File: config.mk
export PLATFORM = sky130hd
export DESIGN_NAME = mem_bist_ctrl
export DESIGN_NICKNAME = d
export VERILOG_FILES = /design/src/rtl/mem_bist_pkg.sv /design/src/rtl/mem_bist_addr_ctr.sv /design/src/rtl/mem_bist_ctrl.sv
export SDC_FILE = /design/constraint.sdc
export NUM_CORES = 1
export LEC_CHECK = 0
export ABC_AREA = 1
export CELL_PAD_IN_SITES_DETAIL_PLACEMENT = 1
export CELL_PAD_IN_SITES_GLOBAL_PLACEMENT = 2
export CORE_MARGIN = 3
export CORE_UTILIZATION = 28
export DETAILED_ROUTE_END_ITERATION = 8
export HOLD_SLACK_MARGIN = 0.1
export PLACE_DENSITY = 0.89
export SYNTH_ARGS = -nofsm -noshare
export SYNTH_HDL_FRONTEND = slang
export SYNTH_SLANG_ARGS = --single-unit
File: constraint.sdc
create_clock -name clk -period 4.4 [get_ports clk]
set_clock_uncertainty 0.2 [all_clocks]
set_input_delay 1.32 -clock clk [delete_from_list [all_inputs] [get_ports clk]]
set_output_delay 1.32 -clock clk [all_outputs]
set_load 0.05 [all_outputs]
File: src/rtl/mem_bist_pkg.sv
// Shared types and defaults for the March-test BIST controller.
package mem_bist_pkg;
  localparam int         DEF_ADDR_W  = 4;
  localparam int         DEF_DATA_W  = 8;
  localparam logic [7:0] DEF_PATTERN = 8'h55;

  // March element walking direction
  localparam logic DIR_UP = 1'b0;
  localparam logic DIR_DN = 1'b1;

  typedef enum logic [3:0] {
    IDLE, M0_W, M1_R, M1_C, M1_W, M2_R, M2_C, M2_W, M3_R, M3_C, DONE
  } state_t;
endpackage

File: src/rtl/mem_bist_addr_ctr.sv
// Up/down address counter; direction is latched on load so the last flag
// depends only on registered state.
module mem_bist_addr_ctr import mem_bist_pkg::*; #(
  parameter int ADDR_W = DEF_ADDR_W
) (
  input  logic              clk,
  input  logic              rst_n,
  input  logic              load,
  input  logic              load_dir,
  input  logic              en,
  output logic [ADDR_W-1:0] addr,
  output logic              last
);
  localparam logic [ADDR_W-1:0] TOP = '1;

  logic dir;

  always_ff @(posedge clk or negedge rst_n) begin
    if (!rst_n) begin
      addr <= '0;
      dir  <= DIR_UP;
    end else if (load) begin
      addr <= (load_dir == DIR_DN) ? TOP : '0;
      dir  <= load_dir;
    end else if (en) begin
      addr <= (dir == DIR_DN) ? addr - ADDR_W'(1) : addr + ADDR_W'(1);
    end
  end

  assign last = (dir == DIR_DN) ? (addr == '0) : (addr == TOP);
endmodule

File: src/rtl/mem_bist_ctrl.sv
// March test initiator (w P; r P,w ~P up; r ~P,w P down; r P down) for a
// one-cycle-latency memory, aborting on the first mismatch.
module mem_bist_ctrl import mem_bist_pkg::*; #(
  parameter int                ADDR_W  = DEF_ADDR_W,
  parameter int                DATA_W  = DEF_DATA_W,
  parameter logic [DATA_W-1:0] PATTERN = DATA_W'(DEF_PATTERN)
) (
  input  logic              clk,
  input  logic              rst_n,
  input  logic              ena,
  input  logic              start,
  output logic [ADDR_W-1:0] mem_addr,
  output logic [DATA_W-1:0] mem_wdata,
  output logic              mem_we,
  output logic              mem_re,
  input  logic [DATA_W-1:0] mem_rdata,
  output logic              busy,
  output logic              done,
  output logic              pass,
  output logic [ADDR_W-1:0] fail_addr,
  output logic [DATA_W-1:0] fail_data
);
  state_t            state, nxt;
  logic              go, miss, ld, ld_dir, step, last, rd_bad;
  logic [DATA_W-1:0] expect_data;

  mem_bist_addr_ctr #(.ADDR_W(ADDR_W)) u_addr (
    .clk      (clk),
    .rst_n    (rst_n),
    .load     (ld),
    .load_dir (ld_dir),
    .en       (step),
    .addr     (mem_addr),
    .last     (last)
  );

  assign expect_data = (state == M2_C) ? ~PATTERN : PATTERN;
  assign rd_bad      = (mem_rdata != expect_data);

  always_comb begin
    nxt    = state;
    go     = 1'b0;
    miss   = 1'b0;
    ld     = 1'b0;
    ld_dir = DIR_UP;
    step   = 1'b0;
    if (ena) begin
      case (state)
        IDLE, DONE: begin
          if (start) begin
            nxt = M0_W;
            go  = 1'b1;
            ld  = 1'b1;
          end else begin
            nxt = IDLE;
          end
        end
        M0_W: begin
          if (last) begin nxt = M1_R; ld = 1'b1; end
          else step = 1'b1;
        end
        M1_R: nxt = M1_C;
        M1_C: begin
          if (rd_bad) begin miss = 1'b1; nxt = DONE; end
          else nxt = M1_W;
        end
        M1_W: begin
          if (last) begin nxt = M2_R; ld = 1'b1; ld_dir = DIR_DN; end
          else begin nxt = M1_R; step = 1'b1; end
        end
        M2_R: nxt = M2_C;
        M2_C: begin
          if (rd_bad) begin miss = 1'b1; nxt = DONE; end
          else nxt = M2_W;
        end
        M2_W: begin
          if (last) begin nxt = M3_R; ld = 1'b1; ld_dir = DIR_DN; end
          else begin nxt = M2_R; step = 1'b1; end
        end
        M3_R: nxt = M3_C;
        M3_C: begin
          if (rd_bad) begin miss = 1'b1; nxt = DONE; end
          else if (last) nxt = DONE;
          else begin nxt = M3_R; step = 1'b1; end
        end
        default: nxt = IDLE;
      endcase
    end
  end

  always_ff @(posedge clk or negedge rst_n) begin
    if (!rst_n) begin
      state     <= IDLE;
      pass      <= 1'b0;
      fail_addr <= '0;
      fail_data <= '0;
    end else begin
      state <= nxt;
      if (go) begin
        pass      <= 1'b1;
        fail_addr <= '0;
        fail_data <= '0;
      end else if (miss) begin
        pass      <= 1'b0;
        fail_addr <= mem_addr;
        fail_data <= mem_rdata;
      end
    end
  end

  // Strobes come from the registered state only; ena just masks them.
  assign busy   = !(state inside {IDLE, DONE});
  assign done   = (state == DONE);
  assign mem_re = ena && (state inside {M1_R, M2_R, M3_R});
  assign mem_we = ena && (state inside {M0_W, M1_W, M2_W});

  always_comb begin
    mem_wdata = '0;
    case (state)
      M0_W, M2_W: mem_wdata = PATTERN;
      M1_W:       mem_wdata = ~PATTERN;
      default:    mem_wdata = '0;
    endcase
  end
endmodule
**Run 1: the metal 1 layer**

The bar under the picture is 20 um long. Supply wires on this layer in gray.
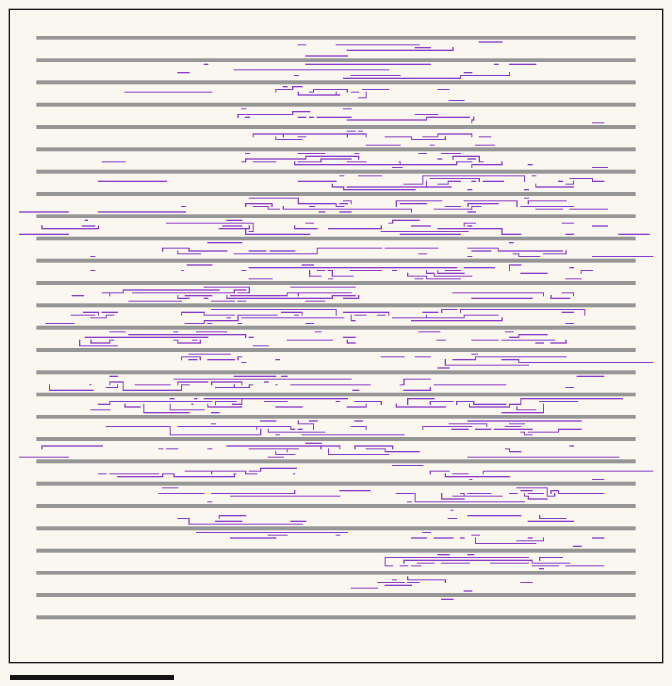
share of all routed wire	50%
main direction	horizontal
longest straight run	25.3 um
wire length on this layer	1880 um
detailed-route via count: 1379
drt total wl: 3770 um
met1 Track Usage GR: 18.0%

**Run 1: met2 routing**

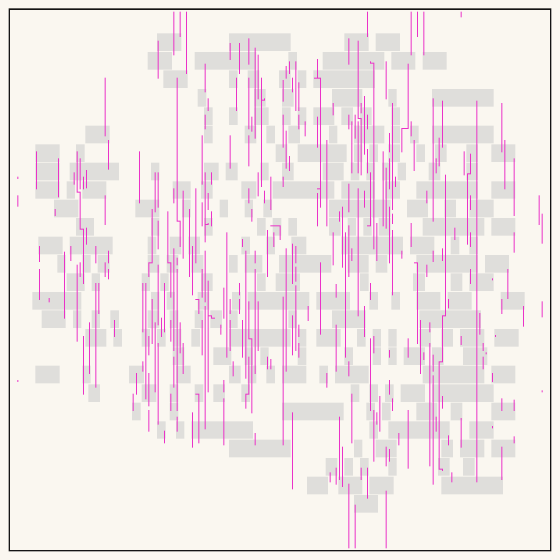
longest straight run	56.1 um
share of all routed wire	43%
main direction	vertical
nets with wire on the layer	212
Global Route met2 Usage: 19.6%

==> flow_summary.yaml, run 1 <==
# yosys + openroad results
global_route:
  gr-total-overflow: 0
  grt_pass1_vias: 1387
  grt_pass1_wl_um: 6480
  grt_max_degree: 26
  antenna_found_initial: 0
  grt_usage_pct: 12.8
clock_network:
  ctsHoldBuffers: 0
  cts_sinks: 22
  postCtsSetupBuffers: 0
  cts_tree: "yes"
  numCtsBuffers: 3
  h-tree-depth: 1
  path_clk_slew_ns: 0.08
  cts_root_buffer: "clkbuf_8"
  clkLatencyLatePin_ns: 0.26
  cts_buffer_depth: 2
  post_cts_resized: 0
synthesis:
  ys.flops: 22
  ys_async_sr_fraction_pct: 100
  synth_area_sq_mm: 0.00152
  synth_stat.cells: 206
  synth_warnings: 0
  netlist_top_cells_area: "dfrtp_1 (36%), nand2_1 (12%), inv_1 (7.4%), nand3_1 (7.3%), nor2_1 (4.5%)"
  syn_inst: 206
  synth.avg_cell_area_sq_um: 7.36
  top_area_share_pct: 36.3
  common_cells: "nand2_1 (48), inv_1 (30), dfrtp_1 (22), nand3_1 (22), nor2_1 (18)"
  ys_seq_share_pct: 36.3
  yosysUniqueCellTypes: 27
  synth-edff-count: 0
  ys_area_sq_mm: 0.00152
  flop_cell: "dfrtp_1"
  yosysTopAreaCell: "dfrtp_1"
  top_cell: "nand2_1"
  fp_nets: 221
final_timing:
  fmax_ghz: 0.272
  setup_slack_ns: 0.723
  drv_slew: 0
  setup_tns_ns: 0
  rsz0062_at_grt: "no"
  slew_headroom_pct: 33.7
  setup_viol: 0
  period_needed_ns: 3.68
  finalCritPeriodShare_pct: 83.6
  max_slew.worst_pin.slew_ns: 0.991
  hold_ws_ns: 0.272
  hold_viol: 0
drt:
  topRoutingLayerUsed: "met4"
  wl_met2_um: 1630
  drc_errors: 0
  avgViaCountPerCell: 4.45
  wl_met3_um: 218
  met1Wirelength_um: 1880
  drt_iter0_drc: 46
  wl_per_cell_um: 12.1
  ant_nets: 0
  firstDrtPassIters: 4
worst_setup_path:
  crit_fanout: 3
  required_ns: 2.88
  crit_type: "input port to output pin"
  critPathArrivalTime_ns: 2.16
  start_kind: "input port"
  crit_path_end_kind: "output pin"
placement:
  port_buffers: 40
  dp_hpwl_um: 3020
  place_ws_ns: 0.714
  gp_congestion: 0.837
power:
  clkPwrFrac_pct: 10.3
  netSwitchingFraction_pct: 52.7
  comb_power_share_pct: 64.9
  leakage_uw: 0.000972
  pwr_density_cell_mw_per_mm2: 701
  ir_worst_vdd_mv: 0.385
  p_seq_share_pct: 24.8
  p_total_uw: 1400
  p_sw_uw: 737
  p_int_uw: 662
run:
  warnings: 26
  drv_cap: 0
floorplan:
  dieArea_sq_mm: 0.00633
  dieHeight_um: 79.6
  rows: 26
  num_io_pins: 41
  initCoreUtil_pct: 29.3
  core-area_sq_mm: 0.00517
  dieWidth_um: 79.6
finish:
  fillers: 640
  diodes: 0
  syn_to_final_growth_pct: 31.8
  nets: 256
  drive_above_1_share_pct: 12.5
outcome:
  outcome: "complete, no violations"
hold_path:
  worstHoldPathType: "flip-flop to flip-flop"
**Run 1: the metal 3 layer**

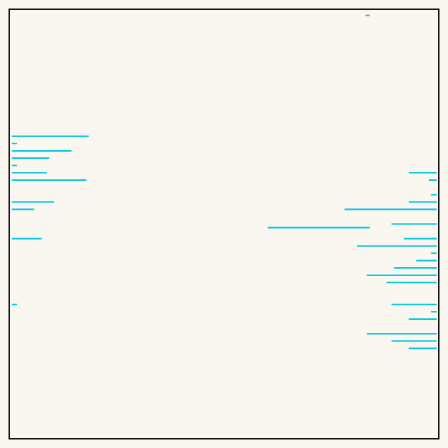
nets with wire on the layer	31
longest straight run	18.6 um
share of all routed wire	5.8%
GR Util met3: 2.60%

run 1: state kept, by name (all words and copies together) (netlist names):
name         flops
fail_addr        4
fail_data        8
pass             1
state            4
u_addr.addr      4
u_addr.dir       1
run 1: metrics by stage:
stage	instance area (sq um)	util, %	cells
6_report	2000	38.6	310
3_3_place_gp	1940	37.5	306
4_1_cts	2000	38.6	310
5_1_grt	2000	38.6	310
2_1_floorplan	1520	-	206
3_5_place_dp	1940	37.5	306
run 1: worst paths after layout:
check	from	endpoint	slack, ns	depth (start not counted)
setup reg to reg	state[3]	fail_data[4]	2.51	6
hold / removal	pass	pass	0.27	2
max in group asynchronous	rst_n	u_addr.addr[3]	2.00	1
hold reg to reg	pass	pass	0.27	2
min in group asynchronous	rst_n	fail_data[5]	1.40	1
setup / recovery	ena	mem_re	0.72	4
run 1: logic make-up (layout without fill, tap and decap cells):
group	Yosys count	after routing	share of synthesized area [%]
compound gates	31	31	12.5
buf+inv	43	77	13.8
fa+ha+maj	3	3	2.97
simple gates	105	105	33.3
xor+xnor	2	2	1.16
flops	22	22	36.3
run 1: power groups by stage:
stage / Clock (uW) / Sequential (uW) / Combinational, uW
floorplan: 0 / 560 / 447
global placement: 0 / 352 / 910
detailed placement: 0 / 353 / 915
CTS: 149 / 349 / 921
global route: 159 / 363 / 994
finish: 144 / 348 / 908
run 1: per-layer routing:
metal / track usage (%) / vias to the layer above
met1: 18.0 / 625
met5: 0 / -
met4: 4.12 / 0
met2: 19.6 / 32
met3: 2.60 / 2
li1: - / 720
run 1: placed cells by master, fill, tap and decap left out, types with 4 or more instances in the layout:
cell	instances
nand2_1	48
clkdlybuf4s50_1	38
inv_1	30
nand3_1	22
dfrtp_1	22
nor2_1	18
o21ai_0	12
o21ai_2	7
o21ai_1	7
nand2_2	6
nand3_2	4
clkbuf_8	4
run 1: layout make-up:
| class | instances | area, sq um | share of cell area, % |
|---|---|---|---|
| Sequential cell | 22 | 551 | 27.6 |
| Multi-Input combinational cell | 141 | 756 | 37.8 |
| Inverter | 32 | 120 | 6.02 |
| Timing Repair Buffer | 41 | 428 | 21.4 |
| Clock buffer | 4 | 55.1 | 2.76 |
| Tap cell | 70 | 87.6 | 4.39 |
run 1: critical path: stages:
cell and delay [ns]:
clkdlybuf4s50_1 0.50, o31ai_1 0.08, inv_1 0.11, buf_12 0.14
==> run 1 -> run 2 <==
--- a/config.mk
+++ b/config.mk
@@ -9,10 +9,10 @@
 export CELL_PAD_IN_SITES_DETAIL_PLACEMENT = 1
 export CELL_PAD_IN_SITES_GLOBAL_PLACEMENT = 2
 export CORE_MARGIN = 3
-export CORE_UTILIZATION = 28
+export CORE_UTILIZATION = 26
 export DETAILED_ROUTE_END_ITERATION = 8
 export HOLD_SLACK_MARGIN = 0.1
-export PLACE_DENSITY = 0.89
+export PLACE_DENSITY = 0.83
 export SYNTH_ARGS = -nofsm -noshare
 export SYNTH_HDL_FRONTEND = slang
 export SYNTH_SLANG_ARGS = --single-unit
==> constraint.sdc (replaced) <==
create_clock -name clk -period 3.7 [get_ports clk]
set_clock_uncertainty 0.2 [all_clocks]
set_input_delay 1.11 -clock clk [delete_from_list [all_inputs] [get_ports clk]]
set_output_delay 1.11 -clock clk [all_outputs]
set_load 0.05 [all_outputs]
**Run 2: cells colored by class**

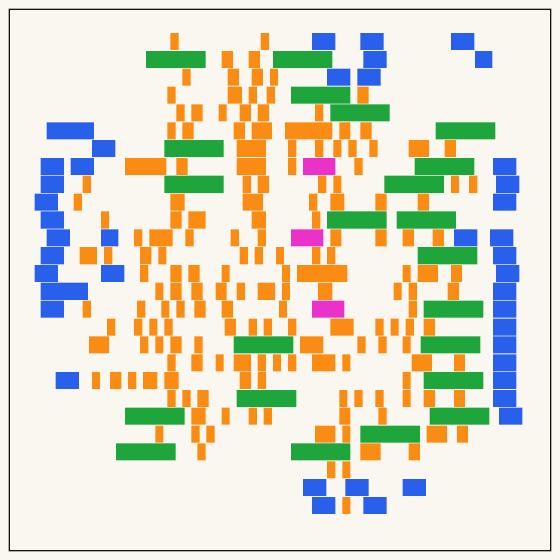
class	color	cells
remaining logic cells	orange	173
clock-net drivers	magenta	3
registers	green	22
remaining buffers and delay cells	blue	42
core area: 0.00557 sq mm
post-layout util: 35.8%

==> run 2 against run 1 <==
Cell area down 0.19%; sequential power increased by 19%; combinational power rose by about 20%; highest routed layer unchanged; total power is 18% higher.
==> flow_summary.yaml, run 2 <==
# yosys + openroad results
outcome:
  outcome: "complete, no violations"
clock_network:
  cts_sinks: 22
  ctsHoldBuffers: 0
  h-tree-depth: 1
  numCtsBuffers: 3
  postCtsSetupBuffers: 0
  cts_buffer_depth: 2
  path_clk_slew_ns: 0.08
  post_cts_resized: 0
  cts_root_buffer: "clkbuf_8"
drt:
  drt_iter0_drc: 54
  avgViaCountPerCell: 4.54
  vias: 1418
  wirelength_um: 3910
  firstDrtPassIters: 4
  wl_per_cell_um: 12.5
synthesis:
  logic_family: "simple AND/OR/NAND/NOR gates"
  ys_async_sr_fraction_pct: 100
  ys_seq_share_pct: 36.3
  yosysUniqueCellTypes: 27
  fp_nets: 221
  ys_area_sq_mm: 0.00152
  synthSimpleGateAreaFrac_pct: 33.3
  synth.avg_cell_area_sq_um: 7.36
  synth_warnings: 0
  synth_area_sq_mm: 0.00152
  xor_area_share_pct: 1.16
  synth-edff-count: 0
  syn_inst: 206
  ys_sh_adder_pct: 2.97
  ys_sh_aoi_pct: 12.5
finish:
  drive_above_1_share_pct: 12.5
  diodes: 0
  lay_top_count: "nand2_1"
  syn_to_final_growth_pct: 31.5
  top_register: "fail_data"
  nets: 257
  layout.cells.most_common_list: "nand2_1 (48), clkdlybuf4s50_1 (38), inv_1 (30), nand3_1 (22), dfrtp_1 (22)"
final_timing:
  drv_slew: 0
  period_needed_ns: 3.41
  slew_headroom_pct: 66.3
  fmax_ghz: 0.293
  setup_slack_ns: 0.292
  max_slew.worst_pin.slew_ns: 0.503
  setup_viol: 0
  finalCritPeriodShare_pct: 92.1
  rsz0062_at_grt: "no"
global_route:
  grt_usage_pct: 12.2
  grt_pass1_wl_um: 6500
  grt_max_degree: 26
  gr-total-overflow: 0
worst_setup_path:
  required_ns: 2.39
  crit_fanout: 8
  start_kind: "flip-flop"
  crit_type: "flip-flop to output pin"
  critPathArrivalTime_ns: 2.10
  crit_path_end_kind: "output pin"
placement:
  dp_hpwl_um: 3100
  port_buffers: 40
  place_ws_ns: 0.432
floorplan:
  dieHeight_um: 82.3
  num_io_pins: 41
  initCoreUtil_pct: 27.2
  dieWidth_um: 82.3
  rows: 27
hold_path:
  worstHoldPathType: "flip-flop to flip-flop"
run:
  drv_cap: 0
==> run 2: cell count changes in the layout (fill, tap and decap cells not counted), sizes merged <==
cell / previous run / this run
buf: 3 / 4
clkbuf: 4 / 3
==> run 2: critical path: stages (launching register included) <==
cell	delay (ns)
dfrtp_1	0.47
nor2_1	0.20
nand2_1	0.12
inv_1	0.20
clkdlybuf4s50_1	0.85
==> run 2: cells by family (layout without fill, tap and decap cells) <==
kind of cell,Yosys count,after routing
simple gates,105,105
flops,22,22
fa+ha+maj,3,3
compound gates,31,31
buf+inv,43,77
xor+xnor,2,2
==> run 2: layout make-up <==
cell class	count	area [sq um]
fill	702	3580
multi-input combinational	141	756
sequential	22	551
timing repair buffer	42	435
inverter	32	120
tap	72	90.1
clock buffer	3	41.3
==> run 2: metrics by stage <==
step	total power, uW	hold WS, ns	utilization (%)	instance area [sq um]	cells
after detailed placement	1520	0.278	35.0	1950	309
after CTS	1680	0.298	35.8	1990	312
after global routing	1780	0.340	35.8	1990	312
after global placement	1510	0.253	35.0	1950	309
final	1650	0.288	35.8	1990	312
after floorplan	1200	0.332	-	1520	206
==> run 2: routing by layer <==
layer,wire [um],global-route usage [%],vias up
li1,-,-,721
met1,2000,17.5,658
met2,1710,19.5,35
met3,154,1.08,4
met4,40,3.49,0
met5,0,0,-
==> run 2: where the power goes <==
group          leakage (uW)  internal [uW]  switching [uW]
sequential         0.000288            333            82.6
clock             0.0000216           72.5            73.2
combinational      0.000661            361             726
total              0.000970            767             882
==> run 2: path summary, 6_finish.rpt <==
check | from | end | slack, ns | cells past startpoint
min reg2reg | pass | pass | 0.29 | 2
min in group asynchronous | rst_n | pass | 1.01 | 2
max reg2reg | state[0] | u_addr.addr[3] | 1.77 | 9
min | pass | pass | 0.29 | 2
max in group asynchronous | rst_n | u_addr.dir | 2.07 | 2
max | state[1] | mem_wdata[3] | 0.29 | 4
Power is estimated from default activity; no workload was simulated.
